$ cat config.mk
export PLATFORM = sky130hd
export DESIGN_NAME = int_service_seq_flat
export DESIGN_NICKNAME = d
export VERILOG_FILES = /design/src/rtl/int_service_seq_if.sv /design/src/rtl/int_service_seq.sv /design/src/flat_wrapper.sv
export SDC_FILE = /design/constraint.sdc
export NUM_CORES = 1
export LEC_CHECK = 0
export CORE_ASPECT_RATIO = 1.75
export CORE_UTILIZATION = 45
export DETAILED_ROUTE_END_ITERATION = 7
export PLACE_DENSITY = 0.77
export RECOVER_POWER = 50
export SETUP_SLACK_MARGIN = 0.5
export SLEW_MARGIN = 20
export SYNTH_ARGS = -nofsm -noshare
export SYNTH_HDL_FRONTEND = slang
export SYNTH_SLANG_ARGS = --single-unit
$ cat constraint.sdc
create_clock -name clk -period 4.95 [get_ports clk]
set_input_delay 0.495 -clock clk [delete_from_list [all_inputs] [get_ports clk]]
set_output_delay 0.495 -clock clk [all_outputs]
set_load 0.02 [all_outputs]
$ cat src/rtl/int_service_seq_if.sv
// Interrupt responder bus: controller handshake plus PC/fetch control.
interface int_service_seq_if #(
    parameter int pcWidth = 16
);
    logic               intPending;
    logic [pcWidth-1:0] isrAddr;
    logic               intEnable;
    logic               instrBoundary;
    logic [pcWidth-1:0] curPC;
    logic               retiReq;
    logic               intDisable;
    logic               clrPend;
    logic               pcLoad;
    logic [pcWidth-1:0] pcOut;
    logic               stall;
    logic               inISR;
    logic [2:0]         nestDepth;
    logic               retiErr;

    modport master (
        output intPending, isrAddr, intEnable, instrBoundary,
        output curPC, retiReq,
        input  intDisable, clrPend, pcLoad, pcOut, stall,
        input  inISR, nestDepth, retiErr
    );

    modport slave (
        input  intPending, isrAddr, intEnable, instrBoundary,
        input  curPC, retiReq,
        output intDisable, clrPend, pcLoad, pcOut, stall,
        output inISR, nestDepth, retiErr
    );
endinterface

$ cat src/rtl/int_service_seq.sv
// CPU-side interrupt entry/return sequencer with saved-PC stack.
// Define NESTED_INT_EN for a stackDepth-entry stack allowing nested ISRs.
module int_service_seq #(
    parameter int pcWidth    = 16,
    parameter int stackDepth = 4
) (
    input logic              clk,
    input logic              clr,
    int_service_seq_if.slave bus
);

`ifdef NESTED_INT_EN
    localparam int depthMax = stackDepth;
    localparam bit nestOn   = 1'b1;
`else
    localparam int depthMax = (stackDepth < 1) ? stackDepth : 1;
    localparam bit nestOn   = 1'b0;
`endif

    // At least two slots so the pointer is never a zero-width slice
    localparam int stackSize = (depthMax < 2) ? 2 : depthMax;
    localparam int idxW      = $clog2(stackSize);

    typedef enum logic [2:0] {
        IDLE,
        ACK,
        VECTOR,
        INISR,
        RETURN
    } stateT;

    stateT              state;
    logic [2:0]         depth;
    logic [2:0]         depthDec;
    logic [pcWidth-1:0] vecReg;
    logic [pcWidth-1:0] stack [stackSize];
    logic [idxW-1:0]    pushIdx;
    logic [idxW-1:0]    popIdx;
    logic               accept;

    assign depthDec = depth - 3'd1;
    assign pushIdx  = depth[idxW-1:0];
    assign popIdx   = depthDec[idxW-1:0];
    assign accept   = bus.intPending & bus.intEnable
                    & bus.instrBoundary & ~bus.intDisable;

    assign bus.nestDepth = depth;
    assign bus.inISR     = (depth != 3'd0);

    // Mask to present while sitting in INISR at depth d
    function automatic logic isrMask(input logic [2:0] d);
        return nestOn ? (d == 3'(depthMax)) : 1'b1;
    endfunction

    always_ff @(posedge clk) begin
        if (clr) begin
            state          <= IDLE;
            depth          <= 3'd0;
            vecReg         <= '0;
            bus.intDisable <= 1'b0;
            bus.clrPend    <= 1'b0;
            bus.pcLoad     <= 1'b0;
            bus.pcOut      <= '0;
            bus.stall      <= 1'b0;
            bus.retiErr    <= 1'b0;
        end else begin
            bus.clrPend <= 1'b0;
            bus.pcLoad  <= 1'b0;
            bus.retiErr <= 1'b0;
            unique case (state)
                IDLE: begin
                    if (accept) begin
                        stack[pushIdx] <= bus.curPC;
                        vecReg         <= bus.isrAddr;
                        depth          <= depth + 3'd1;
                        state          <= ACK;
                        bus.clrPend    <= 1'b1;
                        bus.stall      <= 1'b1;
                        bus.intDisable <= 1'b1;
                    end else if (bus.retiReq) begin
                        bus.retiErr <= 1'b1;
                    end
                end
                ACK: begin
                    state          <= VECTOR;
                    bus.pcLoad     <= 1'b1;
                    bus.pcOut      <= vecReg;
                    bus.stall      <= 1'b1;
                    bus.intDisable <= 1'b1;
                end
                VECTOR: begin
                    state          <= INISR;
                    bus.stall      <= 1'b0;
                    bus.intDisable <= isrMask(depth);
                end
                INISR: begin
                    // RETI outranks a simultaneous accept; pending stays set
                    if (bus.retiReq) begin
                        state          <= RETURN;
                        bus.pcLoad     <= 1'b1;
                        bus.pcOut      <= stack[popIdx];
                        bus.stall      <= 1'b1;
                        bus.intDisable <= 1'b1;
`ifdef NESTED_INT_EN
                    end else if (accept) begin
                        stack[pushIdx] <= bus.curPC;
                        vecReg         <= bus.isrAddr;
                        depth          <= depth + 3'd1;
                        state          <= ACK;
                        bus.clrPend    <= 1'b1;
                        bus.stall      <= 1'b1;
                        bus.intDisable <= 1'b1;
`endif
                    end
                end
                RETURN: begin
                    depth     <= depthDec;
                    bus.stall <= 1'b0;
                    if (depthDec != 3'd0) begin
                        state          <= INISR;
                        bus.intDisable <= isrMask(depthDec);
                    end else begin
                        state          <= IDLE;
                        bus.intDisable <= 1'b0;
                    end
                end
                default: begin
                    state          <= IDLE;
                    bus.stall      <= 1'b0;
                    bus.intDisable <= 1'b0;
                end
            endcase
        end
    end

endmodule

$ cat src/flat_wrapper.sv
// flat-port wrapper written by rule: the top's interface ports become plain ports
module int_service_seq_flat 
#(
    parameter int pcWidth    = 16,
    parameter int stackDepth = 4
)
  (clk, clr, bus_intPending, bus_isrAddr, bus_intEnable, bus_instrBoundary, bus_curPC, bus_retiReq, bus_intDisable, bus_clrPend, bus_pcLoad, bus_pcOut, bus_stall, bus_inISR, bus_nestDepth, bus_retiErr);
  int_service_seq_if #(.pcWidth(pcWidth)) bus_i ();
  input logic clk;
  input logic clr;
  input wire logic [$bits(bus_i.intPending)-1:0] bus_intPending;
  input wire logic [$bits(bus_i.isrAddr)-1:0] bus_isrAddr;
  input wire logic [$bits(bus_i.intEnable)-1:0] bus_intEnable;
  input wire logic [$bits(bus_i.instrBoundary)-1:0] bus_instrBoundary;
  input wire logic [$bits(bus_i.curPC)-1:0] bus_curPC;
  input wire logic [$bits(bus_i.retiReq)-1:0] bus_retiReq;
  output wire logic [$bits(bus_i.intDisable)-1:0] bus_intDisable;
  output wire logic [$bits(bus_i.clrPend)-1:0] bus_clrPend;
  output wire logic [$bits(bus_i.pcLoad)-1:0] bus_pcLoad;
  output wire logic [$bits(bus_i.pcOut)-1:0] bus_pcOut;
  output wire logic [$bits(bus_i.stall)-1:0] bus_stall;
  output wire logic [$bits(bus_i.inISR)-1:0] bus_inISR;
  output wire logic [$bits(bus_i.nestDepth)-1:0] bus_nestDepth;
  output wire logic [$bits(bus_i.retiErr)-1:0] bus_retiErr;
  assign bus_i.intPending = bus_intPending;
  assign bus_i.isrAddr = bus_isrAddr;
  assign bus_i.intEnable = bus_intEnable;
  assign bus_i.instrBoundary = bus_instrBoundary;
  assign bus_i.curPC = bus_curPC;
  assign bus_i.retiReq = bus_retiReq;
  assign bus_intDisable = bus_i.intDisable;
  assign bus_clrPend = bus_i.clrPend;
  assign bus_pcLoad = bus_i.pcLoad;
  assign bus_pcOut = bus_i.pcOut;
  assign bus_stall = bus_i.stall;
  assign bus_inISR = bus_i.inISR;
  assign bus_nestDepth = bus_i.nestDepth;
  assign bus_retiErr = bus_i.retiErr;
  int_service_seq #(.pcWidth(pcWidth), .stackDepth(stackDepth)) u_core (.clk(clk), .clr(clr), .bus(bus_i));
endmodule
Run 1, routed metal, one color a layer:
Scale: 6 px per um. Two of the layers only.
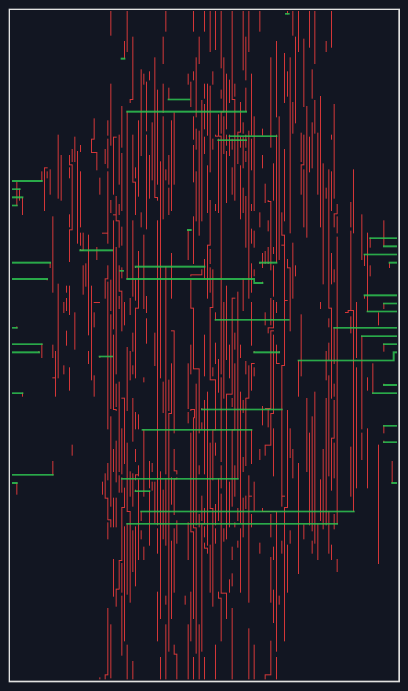
color	layer	wire length
green	M3	331 um
red	M2	3790 um
average wire per standard cell: 18.0 um
wirelength, routed: 6970 um
All-Layer GR Usage: 20.8%

Run 1, power grid:
Scale: 6 px per um. Pins as bars on the die edge.
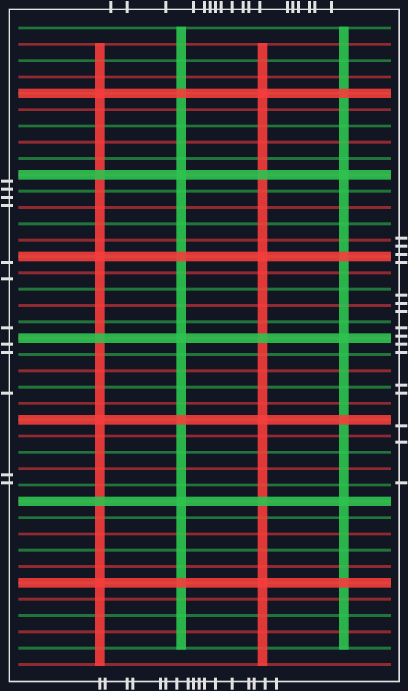
color	net
red	VSS
green	VDD
signal pins	63
rows	39
die height: 112 um
Die W: 64.7 um

Run 1, routing congestion:
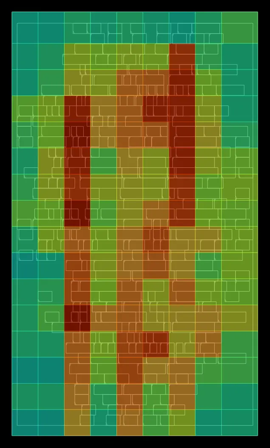
Util after Layout: 60.9%
global-route met2 utilization: 35.6%
M1 GR Usage: 23.2%
global-route met3 utilization: 3.79%
GRT busiest layer: met2

==> out/qor.csv, run 1 <==
stage,metric,value,unit
status,status,"complete, but fails checks",
status,failed_checks,"capacitance limit, slew limit",
logic_synthesis,ys_top_logic_family,AND-OR/OR-AND gates,
critical_path,max_stage_delay,1.63,ns
logic_synthesis,fp_nets,285,
timing,rsz0062_at_grt,no,
critical_path,crit_chain,"nor3_1, nand2_1, nor3_4",
clock_tree,clk_latency,0.33,ns
logic_synthesis,yosys_area,3100,um^2
logic_synthesis,syn_inst,243,
final_layout,fill_cells,517,
timing,finalClockPeriodUsage,75.5,%
die,chipArea,7240,um^2
placement,dp_cells,372,
global_routing,grt_pass1_wl,11000,um
logic_synthesis,synthMuxAreaShare,12.0,%
routing,num_vias,2120,
critical_path,crit_type,register to register,
timing,skew,0.00784,ns
pwr,power_leakage,1.41,nW
final_layout,logic_area,1110,um^2
logic_synthesis,yosys.stat.seqShare,58.8,%
critical_path,crit_required,4.90,ns
global_routing,grt_max_degree,33,
logic_synthesis,yosys_warnings,0,
routing,drt_iter0_drc,86,
logic_synthesis,simple_gate_share,9.00,%
placement,io_buffers,62,
clock_tree,cts_buffers,9,
worst_hold_path,hold_path.class,register to register,
die,fp-row-count,39,
global_routing,grt_overflow,0,
routing,antenna_left,0,
routing,drc,0,
timing,clock.fmax,0.268,GHz
critical_path,start_kind,register,
final_layout,final_area,4010,um^2
run,maxCapViolCount,1,
timing,tns,0,ns
final_layout,n_antenna_cell,0,
final_layout,synthToLayoutAreaGrowth,29.3,%
placement,place.gp.congestion,0.826,
placement,place_hpwl,4640,um
die,coreArea,6590,um^2
clock_tree,clock-root-buffer,clkbuf_16,
critical_path,crit_slowest_cell,nor3_1,
die,ios,63,
timing,drv_slew,19,
-- run 1: Yosys cell counts (all sizes together) --
master / n / area, um^2
nand2: 1 / 3.75
dfxtp: 43 / 861
buf: 14 / 120
o2bb2ai: 16 / 140
or3: 3 / 18.8
and3b: 2 / 17.5
nand4b: 2 / 17.5
mux2i: 17 / 170
a31oi: 2 / 12.5
a21oi: 19 / 106
clkbuf: 3 / 11.3
inv: 8 / 30.0
a221oi: 1 / 8.76
and4b: 1 / 10.0
edfxtp: 32 / 961
o32ai: 1 / 16.3
and3: 1 / 6.26
nor4b: 1 / 23.8
nor3: 3 / 26.3
nand3: 16 / 80.1
o21ai: 18 / 90.1
xor2: 1 / 8.76
o211ai: 1 / 7.51
nand2b: 2 / 12.5
a221o: 1 / 10.0
and2b: 1 / 7.51
nor2b: 2 / 12.5
and4bb: 1 / 12.5
mux2: 18 / 203
a2111oi: 1 / 15.0
ha: 4 / 50.1
nor2: 6 / 22.5
nand3b: 1 / 7.51
-- run 1: cell type report --
cell class / instances / share of cell area, %
clock inverters: 3 / 1.19
repair buffers: 64 / 15.9
multi-input cells: 143 / 27.8
clock buffers: 12 / 6.43
flip-flops and latches: 75 / 45.4
inverters: 8 / 0.749
well taps: 82 / 2.56
-- run 1: metrics by stage --
| step | util (%) | hold WS [ns] | total power, mW | setup WS, ns |
|---|---|---|---|---|
| final | 60.9 | 0.459 | 1.46 | 1.21 |
| after global routing | 60.9 | 0.474 | 1.51 | 1.05 |
| after CTS | 61.3 | 0.466 | 1.48 | 1.79 |
| after detailed placement | 56.6 | 0.448 | 0.821 | 2.16 |
| after global placement | 56.4 | 0.443 | 0.817 | 2.02 |
| after floorplan | - | 0.453 | 0.762 | 2.30 |
-- run 1: layout by cell type (no fill, tap or decap), types with 6 or more instances in the layout --
cell type,n
mux2_2,18
clkbuf_16,10
inv_1,8
o2bb2ai_1,16
clkdlybuf4s50_1,23
o21ai_1,9
edfxtp_1,32
a21oi_1,18
dfxtp_1,43
o21ai_0,9
nand3_1,16
nor2_1,6
mux2i_1,17
dlygate4sd3_1,39
-- run 1: path summary, 6_finish.rpt --
path                         end  slack, ns  cells past startpoint
max          u_core.stack[1][15]       1.21                      3
min          u_core.bus.pcOut[6]       0.46                      1
max reg2reg  u_core.stack[1][15]       1.21                      3
min reg2reg  u_core.bus.pcOut[6]       0.46                      1
-- run 1: power by group --
part           switching (mW)  total [mW]  internal, mW
Clock                   0.240       0.659         0.420
Combinational          0.0694       0.128        0.0590
Sequential             0.0127       0.672         0.660
-- run 1: state kept, by name, indices dropped and copies added, names as in the netlist --
register               cells
u_core.state               3
u_core.bus.retiErr         1
u_core.bus.stall           1
u_core.bus.pcOut          16
u_core.bus.pcLoad          1
u_core.bus.intDisable      1
u_core.bus.clrPend         1
u_core.vecReg             16
u_core.stack              32
u_core.bus.nestDepth       3
-- run 1: per-layer routing --
| layer | track usage (%) | vias to the layer above | wire length (um) |
|---|---|---|---|
| li1 | - | 1026 | - |
| met1 | 23.2 | 1016 | 2700 |
| met2 | 35.6 | 68 | 3790 |
| met3 | 3.79 | 10 | 330 |
| met4 | 12.6 | 0 | 150 |
| met5 | 0 | - | 0 |
==> inputs of run 2 (changes only) <==
--- a/config.mk
+++ b/config.mk
@@ -8,7 +8,7 @@
 export CORE_ASPECT_RATIO = 1.75
 export CORE_UTILIZATION = 45
 export DETAILED_ROUTE_END_ITERATION = 7
-export PLACE_DENSITY = 0.77
+export PLACE_DENSITY = 0.8
 export RECOVER_POWER = 50
 export SETUP_SLACK_MARGIN = 0.5
 export SLEW_MARGIN = 20
==> constraint.sdc (replaced) <==
create_clock -name clk -period 3.2 [get_ports clk]
set_input_delay 0.32 -clock clk [delete_from_list [all_inputs] [get_ports clk]]
set_output_delay 0.32 -clock clk [all_outputs]
set_load 0.02 [all_outputs]
Run 2, placement density heat map:
Scale: 3 px per um. 6 x 11 tiles, from white (low) to dark blue (high), 0 to 100% covered.
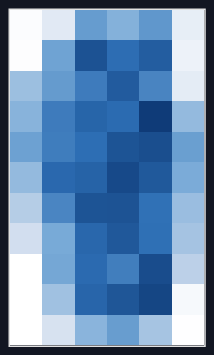
tiles over 75% full	33%
fullest tile	96%
nearly empty tiles	9.1%
emptiest ninth of the die	bottom left
densest ninth of the die	middle
Util after Layout: 60.8%
Pre-Place Util: 47.1%
core area: 6590 um^2

Run 2, power grid:
Scale: 6 px per um. Pins as bars on the die edge.
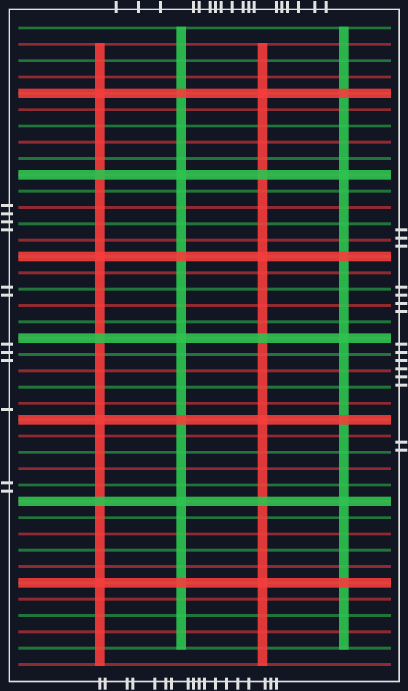
color	net
red	VSS
green	VDD
signal pins	63
rows	39
met5 straps	7
met4 straps	4
met1 rails	40
Worst VDD drop: 0.333 mV

Run 2, clock wires, drivers and flops:
Scale: 6 px per um.
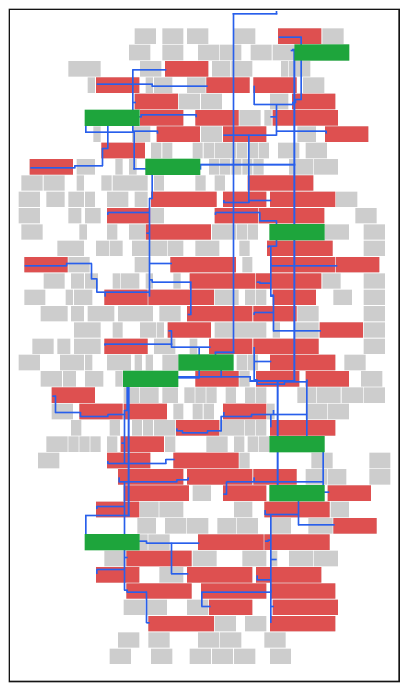
[blue] clock wires | length: 846 um
[red] flip-flops | count: 75
[green] clock-net drivers | count: 9
routed clock nets	10
Clock group: 0.869 mW
clk latency late pin: 0.33 ns

==> run 2 against run 1 <==
Against the previous run: the flow now finishes without violations; count of clock-buffer cells in the layout up 4; final cell count increased by 1.6%; setup slack lost 0.32 ns; synthesized area is the same; clock skew is 0.0022 ns lower; worst hold slack worse by 0.0025 ns; wire length down 3.8%; power increased by 45%; combinational power rose by 62%; critical endpoint is now u_core.bus.pcOut[6]; largest power group unchanged.
==> out/qor.csv, run 2 <==
stage,metric,value,unit
status,status,"finished, final reports clean",
global_routing,grt_pass1_wl,10700,um
placement,place.gp.congestion,0.809,
critical_path,start_kind,primary input,
logic_synthesis,synth-async-reset-ratio,0,%
logic_synthesis,yosys_warnings,0,
routing,antenna_left,0,
die,chipArea,7240,um^2
run,maxCapViolCount,0,
final_layout,synthToLayoutAreaGrowth,29.1,%
final_layout,final_area,4000,um^2
logic_synthesis,synthTopCellsByCount,"43 x dfxtp_1, 32 x edfxtp_1, 18 x a21oi_1, 18 x mux2_2, 17 x mux2i_1",
timing,rsz0062_at_grt,no,
routing,drc,0,
logic_synthesis,ys_top_logic_family,AND-OR/OR-AND gates,
critical_path,crit_required,3.38,ns
logic_synthesis,edf_count,32,
clock_tree,clock-root-buffer,clkbuf_16,
logic_synthesis,yosys.stat.seqShare,58.8,%
pwr,power_leakage,1.41,nW
die,die_y,112,um
timing,skew,0.00568,ns
logic_synthesis,fp_nets,285,
logic_synthesis,synth_top_cell_by_area,edfxtp_1,
global_routing,track_usage,20.4,%
final_layout,n_antenna_cell,0,
logic_synthesis,syn_inst,243,
die,fp.dieW,64.7,um
timing,fin_hold_ws,0.457,ns
routing,num_vias,2159,
final_layout,top_register,u_core.stack,
final_layout,lay_top_count,dfxtp_1,
timing,finalClockPeriodUsage,72.0,%
logic_synthesis,synth_top_cell_by_count,dfxtp_1,
logic_synthesis,synthTopCellsByArea,"edfxtp_1 31%, dfxtp_1 28%, mux2_2 6.5%",
clock_tree,cts_buffers,9,
global_routing,grt_max_degree,24,
logic_synthesis,simple_gate_share,9.00,%
run 2: netlist changes by cell type in the layout (fill, tap and decap cells not counted), moves of 2 or more:
cell      change
nor3_2        +2
clkinv_4      -2
clkbuf_1      +6
buf_4         +4
run 2: layer usage:
layer / wire, um / global-route usage, %
met4: 195 / 11.7
met1: 2530 / 22.2
met3: 302 / 3.89
met5: 0 / 0
met2: 3670 / 35.6
run 2: worst max-delay path, cell delays in order:
cell,delay [ns]
dlygate4sd3_1,0.84
clkbuf_1,0.85
a21oi_4,0.24
o2bb2ai_1,0.23
run 2: power breakdown:
part / internal [mW] / switching (mW) / total (mW)
clock: 0.526 / 0.342 / 0.869
combinational: 0.0963 / 0.111 / 0.207
sequential: 1.02 / 0.0142 / 1.04
run 2: through the flow:
stage	cells	power [mW]	util [%]	worst slack [ns]
2_1_floorplan	243	1.18	-	0.555
3_3_place_gp	377	1.27	57.0	0.949
3_5_place_dp	377	1.27	57.0	0.869
4_1_cts	393	2.14	60.8	1.14
5_1_grt	393	2.18	60.8	0.757
6_report	393	2.11	60.8	0.896
run 2: cell type report:
| type | count | area [um^2] |
|---|---|---|
| multi-input combinational | 143 | 1130 |
| timing repair buffer | 69 | 669 |
| inverter | 8 | 30.0 |
| sequential | 75 | 1820 |
| tap | 82 | 103 |
| clock buffer | 16 | 251 |
| fill | 547 | 2580 |
run 2: logic make-up after synthesis:
family                   Yosys count
flip-flops                        75
AND-OR/OR-AND                     60
AND/OR/NAND/NOR                   43
multiplexers                      35
buffers and inverters             25
adder cells (fa/ha/maj)            4
XOR/XNOR                           1
run 2: final timing paths:
| kind | start | end | slack, ns | cells past startpoint |
|---|---|---|---|---|
| max reg2reg | u_core.state[2] | u_core.bus.pcOut[6] | 1.15 | 3 |
| max | clr | u_core.bus.pcOut[6] | 0.90 | 4 |
| min reg2reg | u_core.bus.pcOut[4] | u_core.bus.pcOut[4] | 0.46 | 1 |
| min | u_core.bus.pcOut[4] | u_core.bus.pcOut[4] | 0.46 | 1 |
==> inputs of run 3 (changes only) <==
--- a/config.mk
+++ b/config.mk
@@ -8,7 +8,7 @@
 export CORE_ASPECT_RATIO = 1.75
 export CORE_UTILIZATION = 45
 export DETAILED_ROUTE_END_ITERATION = 7
-export PLACE_DENSITY = 0.8
+export PLACE_DENSITY = 0.77
 export RECOVER_POWER = 50
 export SETUP_SLACK_MARGIN = 0.5
 export SLEW_MARGIN = 20
==> constraint.sdc (replaced) <==
create_clock -name clk -period 2.29 [get_ports clk]
set_input_delay 0.229 -clock clk [delete_from_list [all_inputs] [get_ports clk]]
set_output_delay 0.229 -clock clk [all_outputs]
set_load 0.02 [all_outputs]
Run 3, placement density heat map:
Scale: 3 px per um. 6 x 11 tiles, from white (low) to dark blue (high), 0 to 100% covered.
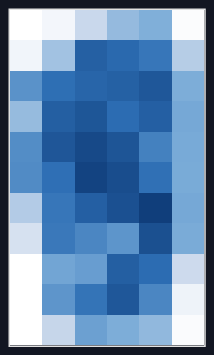
emptiest ninth of the die	bottom left
mean over tiles	55%
tiles over 75% full	32%
fullest tile	94%
densest ninth of the die	middle
Util after Layout: 62.5%

Run 3, power grid:
Scale: 6 px per um. Pins as bars on the die edge.
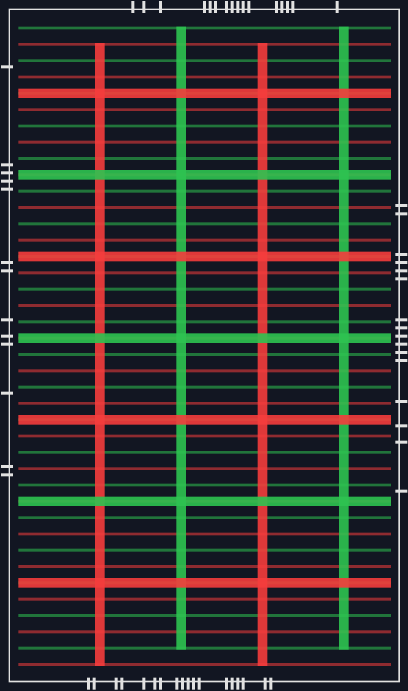
color	net
green	VDD
red	VSS
signal pins	63
met1 rails	40
rows	39
met5 straps	7
met4 straps	4
Worst VDD drop: 0.358 mV

Run 3, clock wires, drivers and flops:
Scale: 6 px per um.
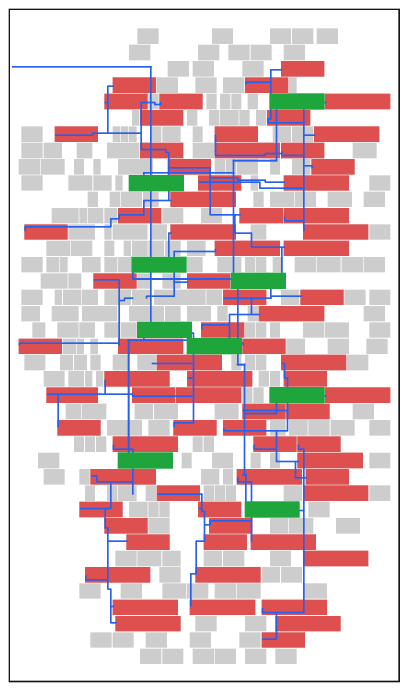
[red] flip-flops | count: 75
[blue] clock wires | length: 833 um
[green] clock-net drivers | count: 9
routed clock nets	10
Post-Route Skew: 0.00630 ns
Clock group: 1.29 mW
Clk pwr share: 42.3%

==> run 3 against run 2 <==
Against the previous run: power increased by 44%; critical endpoint is now u_core.bus.pcOut[10]; count of clock-buffer cells in the layout shrank 7; via count is 3.7% higher; die area unchanged; sequential share of layout area fell by 1.2 points; setup slack got worse by 0.45 ns; largest cell class unchanged; synthesized area did not move; core utilization up 1.7 points; combinational power is 53% higher; synthesized cell count is the same.
==> out/qor.csv, run 3 <==
stage,metric,value,unit
routing,num_vias,2239,
placement,io_buffers,62,
global_routing,grt_pass1_wl,11200,um
critical_path,start_kind,register,
logic_synthesis,edf_count,32,
final_layout,lay_top_count,dfxtp_1,
die,fp_util,47.1,%
placement,place_hpwl,4640,um
final_layout,largest_reg_flops,32,
timing,drv_slew,0,
worst_hold_path,hold_path.class,register to register,
logic_synthesis,syn_inst,243,
critical_path,crit_required,2.51,ns
timing,finalClockPeriodUsage,80.4,%
logic_synthesis,fp_nets,285,
logic_synthesis,yosys_area,3100,um^2
logic_synthesis,yosys_warnings,0,
critical_path,rrSetupSlack,0.45,ns
timing,tns,0,ns
die,fp.dieW,64.7,um
routing,antenna_left,0,
run,maxCapViolCount,0,
logic_synthesis,yosysTopAreaCellShare,31.0,%
critical_path,r2r_cells,5,
clock_tree,clock-root-buffer,clkbuf_16,
logic_synthesis,yosys.stat.seqShare,58.8,%
pwr,total_power,3.05,mW
global_routing,grt_max_degree,23,
logic_synthesis,synth_top_cell_by_count,dfxtp_1,
status,status,"finished, final reports clean",
placement,place.gp.congestion,0.830,
logic_synthesis,simple_gate_share,9.00,%
final_layout,top_register,u_core.stack,
routing,drc,0,
timing,fin_hold_ws,0.461,ns
critical_path,crit_type,register to register,
final_layout,top_regs,"u_core.stack (32), u_core.bus.pcOut (16), u_core.vecReg (16)",
logic_synthesis,ys_top_logic_family,AND-OR/OR-AND gates,
routing,wl_per_cell,17.8,um
timing,clock.fmax,0.543,GHz
logic_synthesis,synthMuxAreaShare,12.0,%
routing,routed_wl,7160,um
critical_path,timing.rr.end,u_core.bus.pcOut[10],
timing,rsz0062_at_grt,no,
routing,drt_iter0_drc,142,
clock_tree,cts_buffers,9,
critical_path,r2r_start,u_core.bus.nestDepth[0],
## run 3: cell counts after synthesis
No cell type changed its count.
## run 3: worst max-delay path, cell delays in order, from the launching register on
cell	delay, ns
dfxtp_4	0.36
buf_4	0.16
clkbuf_1	0.59
mux2_2	0.41
mux2i_1	0.14
o2bb2ai_1	0.08
## run 3: how the worst min path moves through the flow
stage                                    start                    to  cells past startpoint
after floorplan                   bus_curPC[0]    u_core.stack[0][0]                      0
after global routing           bus_isrAddr[15]     u_core.vecReg[15]                      3
after detailed placement  u_core.bus.pcOut[10]  u_core.bus.pcOut[10]                      1
after CTS                       bus_isrAddr[1]      u_core.vecReg[1]                      3
after global placement     u_core.bus.pcOut[9]   u_core.bus.pcOut[9]                      1
final                     u_core.bus.pcOut[10]  u_core.bus.pcOut[10]                      1
## run 3: repair_timing
item                       CTS  global route
setup buffers                2             3
pin swaps                    1             0
gates resized                2             0
setup endpoints to repair   51             1
## run 3: final cells by class
| type | count | area [um^2] |
|---|---|---|
| repair buffers | 78 | 729 |
| clock inverters | 7 | 52.6 |
| multi-input cells | 143 | 1150 |
| clock buffers | 9 | 225 |
| inverters | 8 | 30.0 |
| well taps | 82 | 103 |
| fillers | 509 | 2470 |
| flip-flops and latches | 75 | 1830 |
## run 3: metal layers
metal	share of wire [%]	track usage [%]	vias to the layer above
met2	54	35.6	72
met4	3.4	13.5	0
met5	0	0	-
li1	-	-	1055
met1	38	23.1	1089
met3	4.4	4.10	23
## run 3: through the flow
| step | setup WS [ns] | cells | area, um^2 | utilization [%] |
|---|---|---|---|---|
| finish | 0.448 | 402 | 4120 | 62.5 |
| detailed placement | 0.359 | 381 | 3810 | 57.9 |
| global placement | 0.386 | 381 | 3810 | 57.9 |
| CTS | 0.478 | 399 | 4110 | 62.4 |
| global route | 0.304 | 402 | 4120 | 62.5 |
| floorplan | 0.500 | 243 | 3150 | - |
## run 3: cells by family (layout without fill, tap and decap cells)
kind of cell	after synthesis	in the layout
flops	75	75
mux	35	35
compound gates	60	60
simple gates	43	43
fa+ha+maj	4	4
xor+xnor	1	1
buf+inv	25	102
## run 3: report_power, final
group          internal, mW  total (mW)  switching, mW  leakage (nW)
Combinational         0.147       0.316          0.170         0.692
Sequential             1.42        1.44         0.0172         0.637
Clock                 0.736        1.29          0.554         0.126
Power figures rest on the tool's default switching activity, not on a simulated workload.
